**config.mk**
```make
export PLATFORM = sky130hd
export DESIGN_NAME = mem_access_ctrl
export DESIGN_NICKNAME = d
export VERILOG_FILES = /design/src/rtl/mem_access_ctrl.sv
export SDC_FILE = /design/constraint.sdc
export NUM_CORES = 1
export LEC_CHECK = 0
export ABC_CLOCK_PERIOD_IN_PS = 9150
export CORE_MARGIN = 2
export CORE_UTILIZATION = 33
export DETAILED_ROUTE_END_ITERATION = 10
export PLACE_DENSITY = 0.72
export SYNTH_ARGS = -nofsm -noshare
export SYNTH_HDL_FRONTEND = slang
export SYNTH_SLANG_ARGS = --single-unit
```
**constraint.sdc**
```tcl
create_clock -name clk_i -period 9.15 [get_ports clk_i]
set_input_delay 1.83 -clock clk_i [delete_from_list [all_inputs] [get_ports clk_i]]
set_output_delay 1.83 -clock clk_i [all_outputs]
set_load 0.05 [all_outputs]
```
**src/rtl/mem_access_ctrl.sv**
```systemverilog
// MEM-stage data-memory controller: turns MemRead/MemWrite into a req/ack
// transaction, stalls the pipeline while it is outstanding, and gates write-back.
module mem_access_ctrl #(
  parameter int unsigned TIMEOUT = 255,
  parameter int unsigned TO_W    = 8
) (
  input  logic        clk_i,
  input  logic        rst_i,
  input  logic        MemRead_i,
  input  logic        MemWrite_i,
  input  logic [31:0] ALUResult_i,
  input  logic [31:0] WRData_i,
  input  logic        RegWrite_i,
  input  logic        MemToReg_i,
  output logic        mem_req_o,
  output logic        mem_we_o,
  output logic [31:0] mem_addr_o,
  output logic [31:0] mem_wdata_o,
  input  logic        mem_ack_i,
  input  logic [31:0] mem_rdata_i,
  output logic [31:0] RDData_o,
  output logic        RegWrite_o,
  output logic        MemToReg_o,
  output logic        stall_o,
  output logic        bus_err_o
);

  localparam int unsigned DW = 32;
  localparam logic [1:0] ST_IDLE = 2'b00;
  localparam logic [1:0] ST_BUSY = 2'b01;
  localparam logic [1:0] ST_DONE = 2'b10;
  localparam logic            TO_EN   = (TIMEOUT != 0);
  localparam logic [TO_W-1:0] TO_LAST = TO_W'(TIMEOUT - 1);

  logic [1:0]    state_q, state_d;
  logic          req_q, req_d;
  logic          we_q, we_d;
  logic [DW-1:0] addr_q, addr_d;
  logic [DW-1:0] wdata_q, wdata_d;
  logic [DW-1:0] rdata_q, rdata_d;
  logic [TO_W-1:0] cnt_q, cnt_d;
  logic          err_q, err_d;
  logic          acc;
  logic [1:0]    unused_addr_lsb;

  assign acc             = MemRead_i | MemWrite_i;
  // Word-aligned bus: byte offset is intentionally dropped.
  assign unused_addr_lsb = ALUResult_i[1:0];

  // Next-state and transaction bookkeeping
  always_comb begin
    state_d = state_q;
    req_d   = req_q;
    we_d    = we_q;
    addr_d  = addr_q;
    wdata_d = wdata_q;
    rdata_d = rdata_q;
    cnt_d   = cnt_q;
    err_d   = err_q;
    case (state_q)
      ST_IDLE: begin
        if (acc) begin
          addr_d  = {ALUResult_i[31:2], 2'b00};
          wdata_d = WRData_i;
          we_d    = MemWrite_i;
          req_d   = 1'b1;
          cnt_d   = '0;
          state_d = ST_BUSY;
        end
      end
      ST_BUSY: begin
        if (mem_ack_i) begin
          req_d = 1'b0;
          if (!we_q) rdata_d = mem_rdata_i;
          state_d = ST_DONE;
        end else if (TO_EN && (cnt_q == TO_LAST)) begin
          req_d   = 1'b0;
          rdata_d = '0;
          err_d   = 1'b1;
          state_d = ST_DONE;
        end else begin
          cnt_d = cnt_q + TO_W'(1);
        end
      end
      ST_DONE: state_d = ST_IDLE;
      default: state_d = ST_IDLE;
    endcase
  end

  always_ff @(posedge clk_i or posedge rst_i) begin
    if (rst_i) begin
      state_q <= ST_IDLE;
      req_q   <= 1'b0;
      we_q    <= 1'b0;
      addr_q  <= '0;
      wdata_q <= '0;
      rdata_q <= '0;
      cnt_q   <= '0;
      err_q   <= 1'b0;
    end else begin
      state_q <= state_d;
      req_q   <= req_d;
      we_q    <= we_d;
      addr_q  <= addr_d;
      wdata_q <= wdata_d;
      rdata_q <= rdata_d;
      cnt_q   <= cnt_d;
      err_q   <= err_d;
    end
  end

  // MEM_WB has no enable, so stalled cycles must present a bubble
  assign stall_o     = ((state_q == ST_IDLE) & acc) | (state_q == ST_BUSY);
  assign RegWrite_o  = RegWrite_i & ~stall_o;
  assign MemToReg_o  = MemToReg_i & ~stall_o;
  assign RDData_o    = rdata_q;
  assign mem_req_o   = req_q;
  assign mem_we_o    = we_q;
  assign mem_addr_o  = addr_q;
  assign mem_wdata_o = wdata_q;
  assign bus_err_o   = err_q;

endmodule

```
M3 wires:
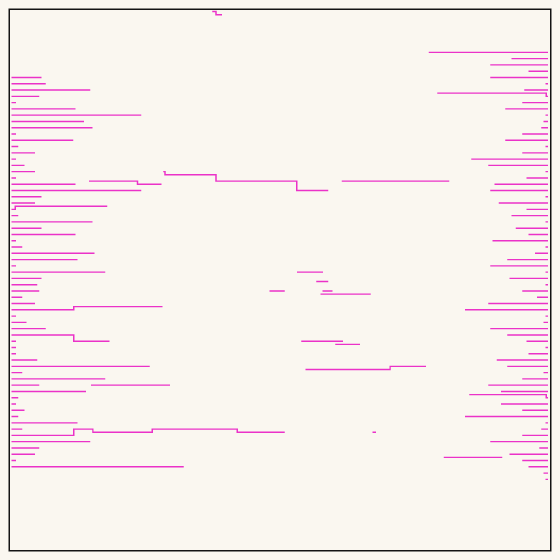
share of all routed wire = 11%
wire length on this layer = 1270 um
main direction = horizontal

Metal layers overlaid:
Bar = 20 um. Two of the layers only.
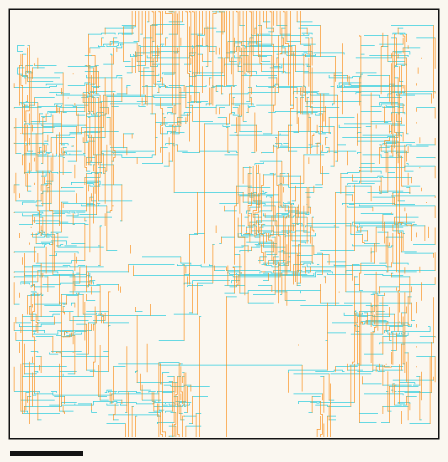
metal 2 -> orange  # wire length 5560 um
metal 1 -> cyan  # wire length 4630 um

==> summary.txt <==
Figures from the implementation reports.

- In the layout the commonest cells are sky130_fd_sc_hd__clkdlybuf4s50_1, sky130_fd_sc_hd__nand2_1, sky130_fd_sc_hd__dfrtp_1, sky130_fd_sc_hd__a22o_1.
- The highest metal layer with signal wires is met4.
- The final standard cell utilization of the core is between 50% and 60%.
- The required time at the endpoint of the critical path is between 7000 and 8000 ps.
- The most crowded layer after global routing reads met2.
- By count the netlist is led by sky130_fd_sc_hd__nand2_1, sky130_fd_sc_hd__dfrtp_1, sky130_fd_sc_hd__a22o_1, sky130_fd_sc_hd__buf_2, sky130_fd_sc_hd__nand3_1.
- The horizontal die dimension is 117 um.
- The overall power of the completed layout is between 2 and 3 mW.
- The yosys synthesis warning count is 0.
- The worst endpoint data arrival time reads between 3000 and 4000 ps.
- The worst hold path endpoint is bus_err_o.
- Per STA, the worst path is made up of clkdlybuf4s50_1, o21ai_4, and3_1, clkdlybuf4s50_1.
- According to the floorplan log, the row count is around 40.
- The depth of the worst register-to-register path is 5.
- Sorting the synthesized cells by area gives the leading types as sky130_fd_sc_hd__dfrtp_1, sky130_fd_sc_hd__nand2_1, sky130_fd_sc_hd__a22o_1, sky130_fd_sc_hd__buf_2, sky130_fd_sc_hd__nand3_1.
- The DRC violations left reads 0.
- Per the summary, power density relative to cell area is between 400 and 500 nW/um^2.
- The number of cell instances after yosys synthesis reads slightly above 400.
- By instance count, the cell type seen most on the critical path is sky130_fd_sc_hd__clkdlybuf4s50_1.
- The global routing met2 resource utilization is between 20% and 30%.
- The design area reads approximately 6600 sq um.
- Looking at the max-slew report, the worst-margin pin has a slew of roughly 1300 ps.
- The routed design uses about 5600 um of met2 wire.
- The most common cell after layout, fill and taps aside reads sky130_fd_sc_hd__clkdlybuf4s50_1.
- The number of top-level design ports is between 200 and 250.
- The post-route non-filler standard cell count is roughly 780.
- The tree built by TritonCTS fans out to 107 sinks.
- The total cell area at the placement stage is 6320 sq um.
- The number of standard cells after synthesis reads about 410.
- The cell depth of the worst setup path reads 4.
- The initial core utilization is roughly 34%.
- The overall die size recorded for this design is about 14000 sq um.
- Once placement completed, the tool counted placed cells totaling around 760.
- The average wire per cell in the routed design is 14.8 um.
- From the final report, the count of setup violators was given as 0.
- The vertical die dimension reported for this design is 117 um.
- The logs give a warning total of 29.
- The XOR/XNOR share of the synthesized area reads 0%.
- The count of flip-flops with a built-in enable after synthesis reads 0.
- For the worst reg-to-reg path, the startpoint reported by OpenROAD is state_q[1].
- The H-tree depth is 3.
- The post-synthesis share of cell area spent on and-or and or-and gates reads roughly 10%.
- The largest fanout of any net on the critical path is 19.
- The number of global-route vias before repair is 3574.
- In this design, the stage delay of the slowest critical-path cell is around 810 ps.
- In this run the worst setup path begins at MemWrite_i.
- The number of gates resized after CTS reads 0.
- Per the synthesis report, the adder-cell share of the synthesized area is less than 1%.
- The run finished with clean final reports.
- The dominant kind of combinational cell reads simple AND/OR/NAND/NOR gates.
- The detailed-routing wirelength on met1 reads around 4600 um.
- The worst path in the final design needs a cycle of about 5700 ps, including I/O delays and setup.
- Setup repair after global routing left no endpoint under its margin.
- The area of the core reads approximately 13000 sq um.
- The largest delay contributor family on the critical path is buffers and inverters.
- The first global-routing pass estimated between 15000 and 20000 um of wire.
- The headroom to the max-slew limit is approximately 16%.
- The post-layout period usage of the worst path is between 60% and 70%.
- The worst setup path is captured at an output port.
- Per the skew report, the later register of the worst-skew pair sees a clock latency of between 300 and 400 ps.
- The number of DRC markers after the initial detailed-route iteration is 134.
- The worst-case IR drop observed on VDD is roughly 0.00022 V.
- The cell type with the highest aggregate area in the netlist is sky130_fd_sc_hd__dfrtp_1.
- The buffer levels on the longest clock path is 2.
- The final-stage net count is 708.
- The root buffer selected by CTS is sky130_fd_sc_hd__clkbuf_16.
- The sum of negative setup slack is 0 ps.
- In the final report, the number of pins over their slew limit comes to 0.
- The yosys stat chip area is approximately 4200 sq um.
- The setup slack of the most critical reg-to-reg path reads around 6900 ps.
- The first-pass detailed-route iteration total is 4.
- The global routing usage on met1 reads roughly a fifth.
- Entering global routing, the biggest net connects roughly 66 pins.
- The post-synthesis instance area is 4210 sq um.
- The area growth from synthesis to layout is 57.2%.
- The maximum clock rate reads 0.177 GHz.
- The total count of hold-check failures in the final report is 0.
- The number of I/O port buffers is 200.
- For the final database, setup skew stands at around 9.2 ps.
- CTS added clock buffers totalling 9.
- The worst hold-check path type is reg2reg.
- The reported max-cap violation count is 0.
- The leakage power of the design reads between 3 and 4 nW.
- The cell with the largest stage delay on the worst path reads sky130_fd_sc_hd__clkdlybuf4s50_1.
- The detailed router reported a total wirelength of ~12000 um.
- The count of buffering cells on the critical path with inverters included reads 2.
- Synthesis inferred ~110 register bits.
- Looking at the post-CTS report, the setup buffer insertion count equals 0.
- The sequential area share after synthesis is approximately 64%.
- The weighted congestion at the end of routability-driven global placement is 0.827.
- The simple-gate share of the synthesized area reads approximately 22%.
- The met3 track utilization from global routing is 8.03%.
- Summed over all nets, wire length on met3 after detailed routing comes to around 1300 um.
- The end point of the critical path reads RegWrite_o.
- The worst setup path category reads in2out.
- The number of instances on the worst hold path reads 1.
- The post-cts hold-fix buffer tally is 0.
- The average instance in the mapped netlist occupies a little over 10 sq um.
- The mux share of post-synthesis cell area reads 0%.
- The tally of unique sky130hd cells used after synthesis is 36.
- The clock edge transition at the registers on the reported setup and hold paths is 60 ps.
## per-stage QoR
stage | worst slack [ps] | hold WS (ps)
after floorplan | 4500 | 507
after global placement | 3440 | 445
after detailed placement | 3450 | 453
after CTS | 3450 | 466
after global routing | 3340 | 483
final | 3490 | 458
## area by class of cell
type                       count  area [sq um]
inverter                       3          13.8
tap                          172           215
sequential                   107          2680
timing repair buffer         203          2020
fill                        1157          5900
multi-input combinational    279          1390
clock buffer                  12           246
clock inverter                 3          47.5
## report_power, final
part / switching (mW) / internal (mW) / total [mW]
registers: 0.128 / 0.687 / 0.814
clock network: 0.167 / 0.220 / 0.387
logic: 1.11 / 0.533 / 1.64
Power and IR drop assume default switching activity.
